Run 1, signal wires on met2:
Bar = 50 µm.
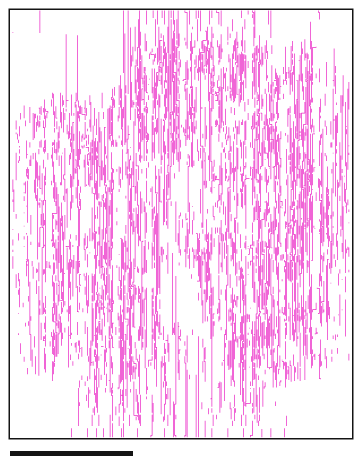
Run 1, placed standard cells:
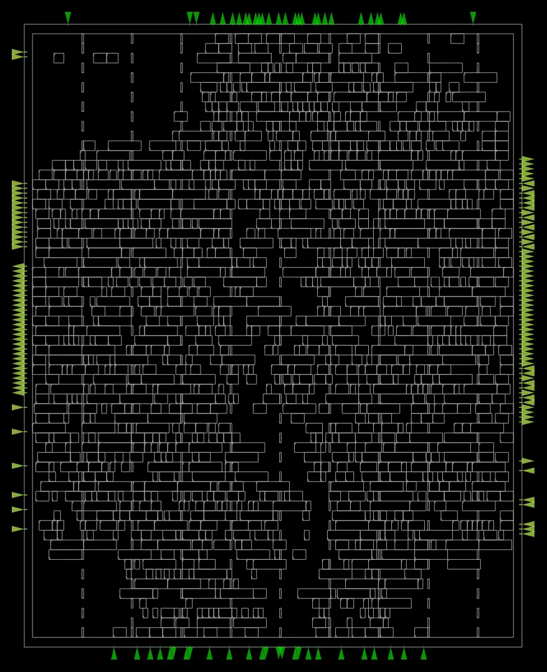
Run 1, I/O nets highlighted:
Bar = 50 µm.
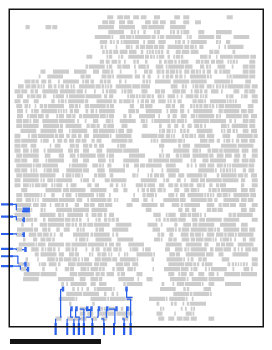
File: config.mk
export PLATFORM = sky130hd
export DESIGN_NAME = fir_response_monitor
export DESIGN_NICKNAME = d
export VERILOG_FILES = /design/src/rtl/fir_response_monitor.sv
export SDC_FILE = /design/constraint.sdc
export NUM_CORES = 1
export LEC_CHECK = 0
export CORE_AREA = 2 2 137 172
export DETAILED_ROUTE_END_ITERATION = 6
export DIE_AREA = 0 0 139 174
export PLACE_DENSITY = 0.77
export REMOVE_ABC_BUFFERS = 1
export SLEW_MARGIN = 5
export SYNTH_ARGS = -nofsm -noshare
export SYNTH_HDL_FRONTEND = slang
export SYNTH_SLANG_ARGS = --single-unit
File: constraint.sdc
create_clock -name clk -period 6.75 [get_ports clk]
set_clock_uncertainty 0.05 [all_clocks]
set_input_delay 2.025 -clock clk [delete_from_list [all_inputs] [get_ports clk]]
set_output_delay 2.025 -clock clk [all_outputs]
set_load 0.05 [all_outputs]
File: src/rtl/fir_response_monitor.sv
// fir_response_monitor: watches the FIR output after a start pulse and
// measures trigger latency, peak sample and index, last sample and the
// signed sum of a capture window. Results are held in DONE until the next
// start or reset.
module fir_response_monitor #(
    parameter int width = 16,
    parameter int CNT_W = 16,
    parameter int ACC_W = width + CNT_W
) (
    input  logic                    clk,
    input  logic                    reset,
    input  logic                    start,
    input  logic signed [width-1:0] output_signal_y,
    input  logic [width-2:0]        threshold,
    input  logic [CNT_W-1:0]        capture_len,
    input  logic [CNT_W-1:0]        max_wait,
    output logic                    busy,
    output logic                    done,
    output logic                    timeout,
    output logic [CNT_W-1:0]        latency,
    output logic signed [width-1:0] peak_value,
    output logic [CNT_W-1:0]        peak_index,
    output logic signed [width-1:0] last_value,
    output logic signed [ACC_W-1:0] accum
);

    typedef enum logic [1:0] {
        S_IDLE    = 2'd0,
        S_WAIT    = 2'd1,
        S_CAPTURE = 2'd2,
        S_DONE    = 2'd3
    } state_t;

    state_t state, state_next;

    // Settings captured on the start edge so the inputs may change freely
    // while a measurement runs.
    logic [width-2:0]        thr_q;
    logic [CNT_W-1:0]        last_idx_q;
    logic [CNT_W-1:0]        max_wait_q;

    // cnt counts WAIT edges, then is reused as the capture index.
    logic [CNT_W-1:0]        cnt;

    // Magnitude of the running peak, kept alongside peak_value so the
    // comparison does not need a second absolute-value circuit.
    logic [width:0]          peak_mag;

    logic [width:0]          y_ext;
    logic [width:0]          y_mag;
    logic signed [ACC_W-1:0] y_sext;
    logic                    triggered;
    logic                    wait_expired;
    logic                    capture_last;
    logic                    trigger_last;

    // Sample magnitude in width+1 bits so the most negative value maps to
    // 2^(width-1) without saturation, plus the derived decision flags.
    always_comb begin
        y_ext        = {output_signal_y[width-1], output_signal_y};
        y_mag        = y_ext[width] ? (~y_ext + 1'b1) : y_ext;
        y_sext       = {{(ACC_W-width){output_signal_y[width-1]}}, output_signal_y};
        triggered    = (y_mag > {2'b00, thr_q});
        // cnt+1 >= max_wait also covers max_wait = 0 timing out on the first edge
        wait_expired = (({1'b0, cnt} + (CNT_W+1)'(1)) >= {1'b0, max_wait_q});
        capture_last = (cnt == last_idx_q);
        trigger_last = (last_idx_q == '0);
    end

    // State register; reset drops straight back to IDLE.
    always_ff @(posedge clk or posedge reset) begin
        if (reset) begin
            state <= S_IDLE;
        end else begin
            state <= state_next;
        end
    end

    // Next-state logic; start wins over every other transition so a
    // running measurement can be aborted and re-armed.
    always_comb begin
        state_next = state;
        if (start) begin
            state_next = S_WAIT;
        end else begin
            case (state)
                S_IDLE: begin
                    state_next = S_IDLE;
                end
                S_WAIT: begin
                    if (triggered) begin
                        state_next = trigger_last ? S_DONE : S_CAPTURE;
                    end else if (wait_expired) begin
                        state_next = S_DONE;
                    end
                end
                S_CAPTURE: begin
                    if (capture_last) begin
                        state_next = S_DONE;
                    end
                end
                S_DONE: begin
                    state_next = S_DONE;
                end
                default: begin
                    state_next = S_IDLE;
                end
            endcase
        end
    end

    // busy and done are decoded purely from the state register, so they
    // have no combinational path from any input.
    always_comb begin
        busy = 1'b0;
        done = 1'b0;
        case (state)
            S_WAIT:    busy = 1'b1;
            S_CAPTURE: busy = 1'b1;
            S_DONE:    done = 1'b1;
            default:   ;
        endcase
    end

    // Statistics datapath: cleared and re-armed on start, counts WAIT edges,
    // and folds each capture sample into sum, peak and last value.
    always_ff @(posedge clk or posedge reset) begin
        if (reset) begin
            thr_q      <= '0;
            last_idx_q <= '0;
            max_wait_q <= '0;
            cnt        <= '0;
            timeout    <= 1'b0;
            latency    <= '0;
            peak_value <= '0;
            peak_mag   <= '0;
            peak_index <= '0;
            last_value <= '0;
            accum      <= '0;
        end else if (start) begin
            thr_q      <= threshold;
            last_idx_q <= (capture_len == '0) ? '0 : (capture_len - 1'b1);
            max_wait_q <= max_wait;
            cnt        <= '0;
            timeout    <= 1'b0;
            latency    <= '0;
            peak_value <= '0;
            peak_mag   <= '0;
            peak_index <= '0;
            last_value <= '0;
            accum      <= '0;
        end else begin
            case (state)
                S_WAIT: begin
                    if (triggered) begin
                        // The trigger sample is capture index 0 and always seeds the peak.
                        latency    <= cnt;
                        accum      <= accum + y_sext;
                        peak_value <= output_signal_y;
                        peak_mag   <= y_mag;
                        peak_index <= '0;
                        last_value <= output_signal_y;
                        cnt        <= CNT_W'(1);
                    end else if (wait_expired) begin
                        timeout <= 1'b1;
                    end else begin
                        cnt <= cnt + 1'b1;
                    end
                end
                S_CAPTURE: begin
                    accum      <= accum + y_sext;
                    last_value <= output_signal_y;
                    if (y_mag > peak_mag) begin
                        peak_value <= output_signal_y;
                        peak_mag   <= y_mag;
                        peak_index <= cnt;
                    end
                    cnt <= cnt + 1'b1;
                end
                default: ;
            endcase
        end
    end

endmodule

==> results.toml, run 1 <==
# physical design summary
[hold_path]
hp-class = "register to register"
hold_depth = 1
hold_end = "peak_mag[5]"

[critical_path]
critical_path.max_fanout = 49
critical_path.endpoint = "accum[31]"
r2r_start = "cnt[2]"
slowest_stage = "nor4_1"
worst-setup-path-type = "input port to register"
rrSetupSlack_ps = 2730
worstSetupStartpointType = "input port"
crit_required_ps = 7020
end_kind = "register"
crit_buf_inv = 2

[routing]
drc = 0
viasPerCell = 5.62
ant_nets = 0
wl_met3_mm = 1.67
wl_met2_mm = 14.6
drtIter0Drc = 637

[final_layout]
num-clock-buffers = 18
comb_share_pct = 43.8
diodes = 0
buf_share_pct = 13.7
clkCellAreaFrac_pct = 4.47
nNonClkInverters = 96
buffers = 188
layout_top_cell = "dfrtp_1"
seq_cells = 178
seq-cell-share_pct = 32.8

[clock_network]
cts_tree = "done"
clk_pin_slew_ps = 70
cts_setup_buffers = 0
cts_root_buffer = "clkbuf_16"
clock.latency.late_pin_ps = 440
tritoncts.num_buffers = 17
cts_buffer_depth = 2
post_cts_resized = 0

[timing]
setup_violations = 0
max_freq_ghz = 0.162
rsz0062_at_grt = "no"
tightest_slew_ps = 930
final_max_slew_viol_count = 0
tns_ps = 0
relSlewSlack_pct = 38.0
fin_crit_sh_pct = 91.6

[job]
cap_violations = 0

[grt]
grt_pass1_vias = 9220
use_met1_pct = 29.9
grt_first_pass_wirelength_mm = 47.5
grt_overflow = 0
grt_max_degree = 115

[place]
place_congestion = 0.870
dpl_cell_area_um2 = 13000
hpwlAfterDp_mm = 20.8

[yosys]
async_flop_share_pct = 100
yosysUniqueCellTypes = 72
synthTopCellsByArea = "dfrtp_1 (40%), ha_1 (9.7%), nand2_1 (5.2%)"
ys_seq_share_pct = 40.1
netlist_instances = 1213
yosys-top-cells-count = "dfrtp_1 (178), nand2_1 (154), inv_1 (96)"
synth_flop_count = 178
edf_count = 0
ys.flop_type = "dfrtp_1"
yosys.area.top_type_share_pct = 40.1
ys_area_um2 = 11100

[floorplan]
chipArea_um2 = 24200
fp.dieH_um = 174
fp_util_pct = 49.1

[power]
p_total_w = 0.00463
vdd_drop_max_mv = 0.262

[run_status]
status = "finished, final reports clean"
About 'signal wires on met2':
longest straight run	63.1 µm
wire length on this layer	14,600 µm
share of all routed wire	50%
total routed wirelength: 29.0 mm
met2 GRT Util: 42.4%
via count: 9,298

About 'placed standard cells':
Tap Cells: 288
Placement Rows: 62
Core Region: 22,700 µm²

About 'I/O nets highlighted':
port	colour	direction	end cells	buffers	wire
`max_wait`	blue	input	16	16	175 µm
io pins: 165
I/O Buffers: 164

[run 1: cells by family (layout without fill, tap and decap cells)]
group,count (synthesis),in the layout,synth area share (%)
simple gates,367,367,15.9
compound gates,287,287,16.7
flops,178,178,40.1
buf+inv,164,316,6.48
fa+ha+maj,87,87,9.86
xor+xnor,75,75,5.91
mux,54,54,5.08
other cells,1,1,0.0337
[run 1: flip-flops by register name, summed over array words and instances (netlist names)]
name	cells
peak_index	16
peak_value	16
state	2
thr_q	15
peak_mag	16
last_value	16
cnt	16
latency	16
max_wait_q	16
last_idx_q	16
timeout	1
accum	32
[run 1: power by group]
part | switching (W) | internal, W | leakage (nW)
clock | 0.000471 | 0.000569 | 0.290
combinational | 0.00137 | 0.000828 | 3.51
sequential | 0.000149 | 0.00124 | 2.35
--- run 2 (diff from run 1) ---
--- a/config.mk
+++ b/config.mk
@@ -5,6 +5,7 @@
 export SDC_FILE = /design/constraint.sdc
 export NUM_CORES = 1
 export LEC_CHECK = 0
+export ABC_CLOCK_PERIOD_IN_PS = 6750
 export CORE_AREA = 2 2 137 172
 export DETAILED_ROUTE_END_ITERATION = 6
 export DIE_AREA = 0 0 139 174
Run 2, routed metal, one colour a layer:
Only two layers are drawn.
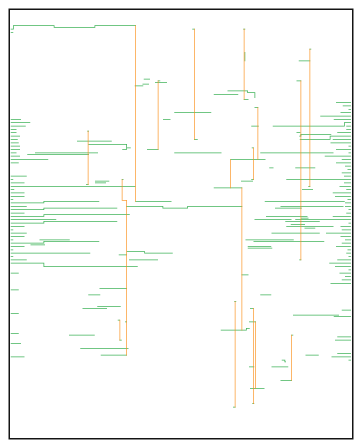
layer	colour	wire length
met4	orange	635 µm
met3	green	1,670 µm
drt wl/cell: 17.5 µm
GRT Util Overall: 24.2%

Run 2, placed standard cells:
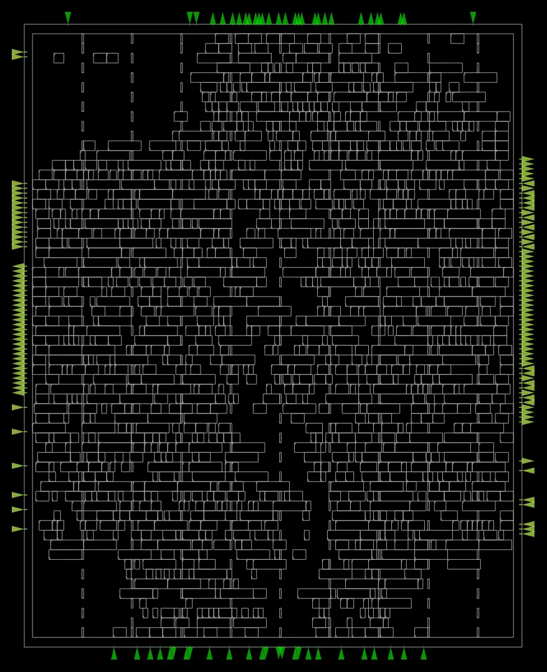
flop count: 178
Fillers: 1,894
non-filler cells in the finished layout: 1,653
post-layout util: 60.0%

==> results.toml, run 2 <==
# physical design summary
[run_status]
status = "finished, final reports clean"

[yosys]
mux_area_share_pct = 5.08
synth_flop_count = 178
ys_area_um2 = 11100
synth.cellmix.adderShare_pct = 9.86
ys_seq_share_pct = 40.1
aoi_share_pct = 16.7
yosysUniqueCellTypes = 72
simple_gate_share_pct = 15.9
ys_sh_xor_pct = 5.91
top_logic_kind = "AND-OR/OR-AND gates"
async_flop_share_pct = 100
yosys.area.top_type_share_pct = 40.1
ys.flop_type = "dfrtp_1"
netlist_instances = 1213
synthTopCellsByArea = "dfrtp_1 (40%), ha_1 (9.7%), nand2_1 (5.2%)"
edf_count = 0

[place]
numPortBuffers = 164
place_congestion = 0.870
hpwlAfterDp_mm = 20.8
dpl_cell_area_um2 = 13000

[floorplan]
nWellTaps = 288
fp_util_pct = 49.1
io_pins = 165
core_area_um2 = 22700
row_count = 62

[clock_network]
cts_root_buffer = "clkbuf_16"
clock.latency.late_pin_ps = 440
clk_pin_slew_ps = 70
tritoncts.num_buffers = 17
cts_tree = "done"

[routing]
viasPerCell = 5.62
drtIter0Drc = 637
vias = 9298
wl_met3_mm = 1.67
ant_nets = 0
drc = 0
drt_wl_total_mm = 29.0
wl_met2_mm = 14.6

[timing]
final_max_slew_viol_count = 0
setup_violations = 0
relSlewSlack_pct = 38.0
rsz0062_at_grt = "no"
max_freq_ghz = 0.162
tns_ps = 0

[final_layout]
buf_share_pct = 13.7
largest_reg_flops = 32
comb_share_pct = 43.8
layout_top_cell = "dfrtp_1"
nNonClkInverters = 96
clkCellAreaFrac_pct = 4.47
num-clock-buffers = 18
regMostFlops = "accum"

[critical_path]
worstSetupStartpointType = "input port"
slowest_stage = "nor4_1"
crit_required_ps = 7020
crit_buf_inv = 2
critical_path.max_fanout = 49
worst-setup-path-type = "input port to register"

[power]
p_int_w = 0.00264
comb-power_w = 0.00220
p_seq_w = 0.00139
p_total_w = 0.00463
power_leader = "combinational logic"
p_clk_share_pct = 22.5
p_switching_w = 0.00199
powerClk_w = 0.00104
p_seq_share_pct = 30.0
combPwrFrac_pct = 47.5
vdd_drop_max_mv = 0.262

[job]
cap_violations = 0

[grt]
grt_first_pass_wirelength_mm = 47.5
grt_max_degree = 115
grt_pass1_vias = 9220

[hold_path]
hp-class = "register to register"
## run 2: cell counts after synthesis
Identical to the previous run, type by type.
## run 2: path summary, 6_finish.rpt
path / from / end / slack, ps / cells after the start
worst max register to register: cnt[2] / cnt[12] / 2730 / 14
worst min-delay path: peak_mag[5] / peak_mag[5] / 440 / 1
worst max-delay path: output_signal_y[7] / accum[31] / 570 / 15
worst min register to register: peak_mag[5] / peak_mag[5] / 440 / 1
max in group asynchronous: reset / thr_q[7] / 3600 / 3
min in group asynchronous: reset / last_idx_q[7] / 2000 / 2
## run 2: repair_timing
item	in CTS	in global routing
resized	0	1
endpoints found under the setup margin	0	2
setup buffers	0	0
## run 2: routing by layer
layer	global-route usage, %	vias up
met4	8.33	0
met5	0	-
met2	42.4	272
met1	29.9	4504
met3	4.52	42
li1	-	4480
Run 2, signal wires on met2:
Bar = 50 µm.
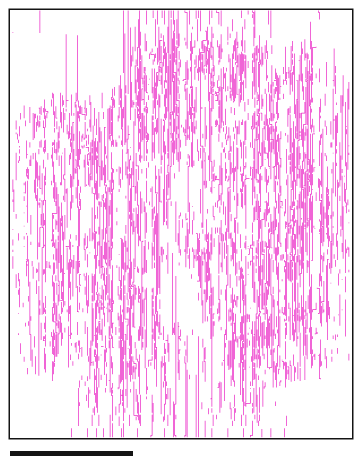

--- run 3 (diff from run 2) ---
--- a/config.mk
+++ b/config.mk
@@ -6,11 +6,14 @@
 export NUM_CORES = 1
 export LEC_CHECK = 0
 export ABC_CLOCK_PERIOD_IN_PS = 6750
-export CORE_AREA = 2 2 137 172
+export CELL_PAD_IN_SITES_DETAIL_PLACEMENT = 0
+export CELL_PAD_IN_SITES_GLOBAL_PLACEMENT = 1
+export CORE_AREA = 2 2 156 197
 export DETAILED_ROUTE_END_ITERATION = 6
-export DIE_AREA = 0 0 139 174
-export PLACE_DENSITY = 0.77
+export DIE_AREA = 0 0 158 199
+export PLACE_DENSITY_LB_ADDON = 0.1
 export REMOVE_ABC_BUFFERS = 1
+export SETUP_SLACK_MARGIN = 0.2
 export SLEW_MARGIN = 5
 export SYNTH_ARGS = -nofsm -noshare
 export SYNTH_HDL_FRONTEND = slang
Run 3, signal wires on met2:
Bar = 50 µm.
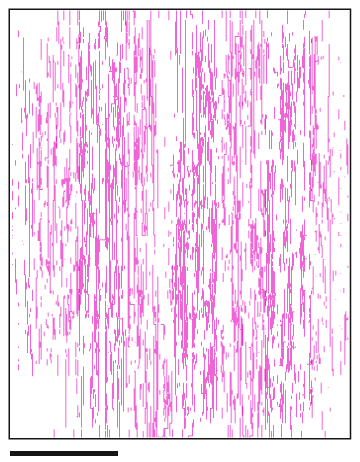
share of all routed wire	51%
main direction	vertical
nets with wire on the layer	1,245
wire length on this layer	15,400 µm
longest straight run	76.5 µm
met2 GRT Util: 35.3%
via count: 9,039
total routed wirelength: 30.1 mm

Run 3, placed standard cells:
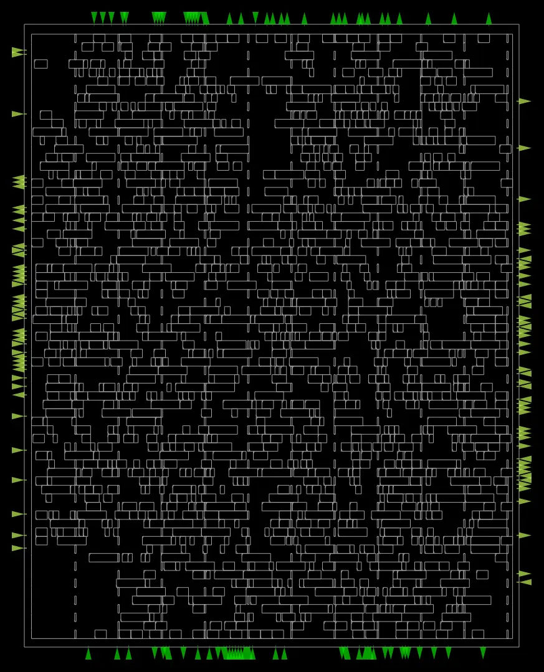
Placement Rows: 71
post-layout util: 46.0%
non-filler cells in the finished layout: 1,763

==> results.toml, run 3 <==
# physical design summary
[critical_path]
crit_required_ps = 7000
r2r_end = "cnt[12]"
crit_start = "output_signal_y[1]"
critical_path.max_fanout = 28
r2r_cells = 14
rrSetupSlack_ps = 2660
critical_path.endpoint = "accum[12]"
r2r_start = "cnt[0]"
slowest_stage = "clkdlybuf4s50_1"
crit_buf_inv = 3
worstSetupPathDepth = 16
worstSetupStartpointType = "input port"

[hold_path]
hp-start = "peak_mag[7]"
hold_depth = 1
hp-class = "register to register"

[yosys]
ys_area_um2 = 11100
netlist_instances = 1213
ys.flop_type = "dfrtp_1"
yosys.area.top_type_share_pct = 40.1
ys_seq_share_pct = 40.1
synthTopCellsByArea = "dfrtp_1 (40%), ha_1 (9.7%), nand2_1 (5.2%)"
yosysUniqueCellTypes = 72

[grt]
grt_max_degree = 96
use_met1_pct = 24.0
grt_pass1_vias = 9055
busiest_layer = "met2"
grt_first_pass_wirelength_mm = 48.7

[routing]
wl_met3_mm = 1.15
viasPerCell = 5.13
drc = 0
avgRoutedWirePerCell_um = 17.1

[floorplan]
io_pins = 165
fp_util_pct = 37.5
core_area_um2 = 29700

[clock_network]
cts_root_buffer = "clkbuf_16"
clk_pin_slew_ps = 70
tritoncts.num_buffers = 17
cts_tree = "done"
cts_setup_buffers = 0

[place]
dpl_cell_area_um2 = 13100
hpwlAfterDp_mm = 21.7
numPortBuffers = 164

[timing]
tns_ps = 0
rsz0062_at_grt = "no"
final_max_slew_viol_count = 0
relSlewSlack_pct = 36.2
max_freq_ghz = 0.172

[final_layout]
layout_top_cell = "dfrtp_1"
fillers = 2911
regMostFlops = "accum"

[power]
powerClk_w = 0.000974
combPwrFrac_pct = 48.2
p_total_w = 0.00456
comb-power_w = 0.00219
p_seq_w = 0.00139
p_switching_w = 0.00195
vdd_drop_max_mv = 0.159
p_clk_share_pct = 21.4
p_seq_share_pct = 30.5
p_int_w = 0.00261

[run_status]
status = "finished, final reports clean"

[job]
cap_violations = 0
[run 3: cell counts after synthesis]
No cell type changed its count.
[run 3: cells by family after synthesis]
logic type	share of synthesized area (%)
AND/OR/NAND/NOR	15.9
AND-OR/OR-AND	16.7
flip-flops	40.1
buffers and inverters	6.48
adder cells (fa/ha/maj)	9.86
XOR/XNOR	5.91
multiplexers	5.08
other	0.0337
[run 3: final cells by class]
cell class                      count  area [µm²]  share of cell area (%)
Multi-Input combinational cell    871        5950                    43.6
Sequential cell                   178        4450                    32.6
Timing Repair Buffer              186        1830                    13.4
Tap cell                          401         502                    3.67
Clock buffer                       23         478                    3.50
Inverter                           96         365                    2.67
Clock inverter                      8        80.1                   0.586

## Gallery

Sequential cells coloured by netlist name.
Other sequential cells in the stronger grey, the rest of the logic in the fainter grey.
picture 1
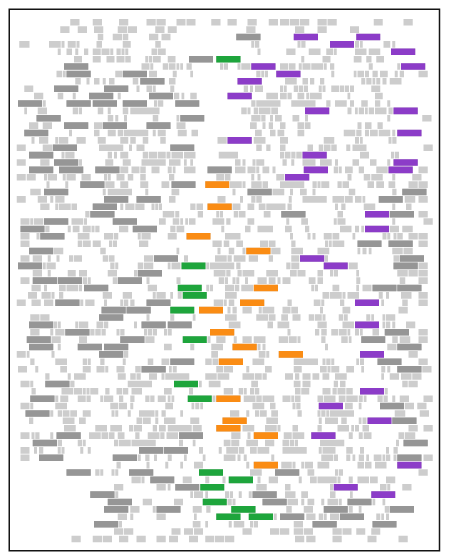
picture 2
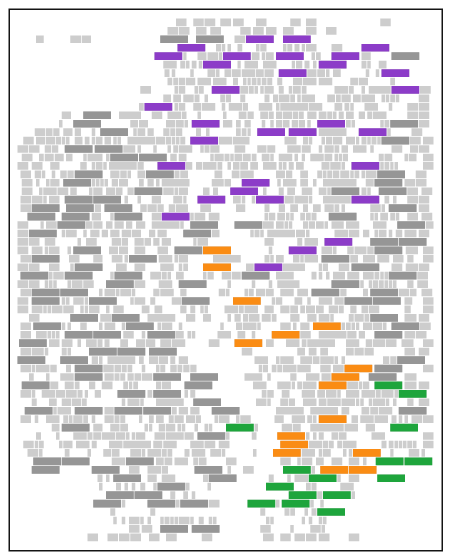
- run 3 = picture 1
- run 2 = picture 2

Power is estimated from default activity; no workload was simulated.
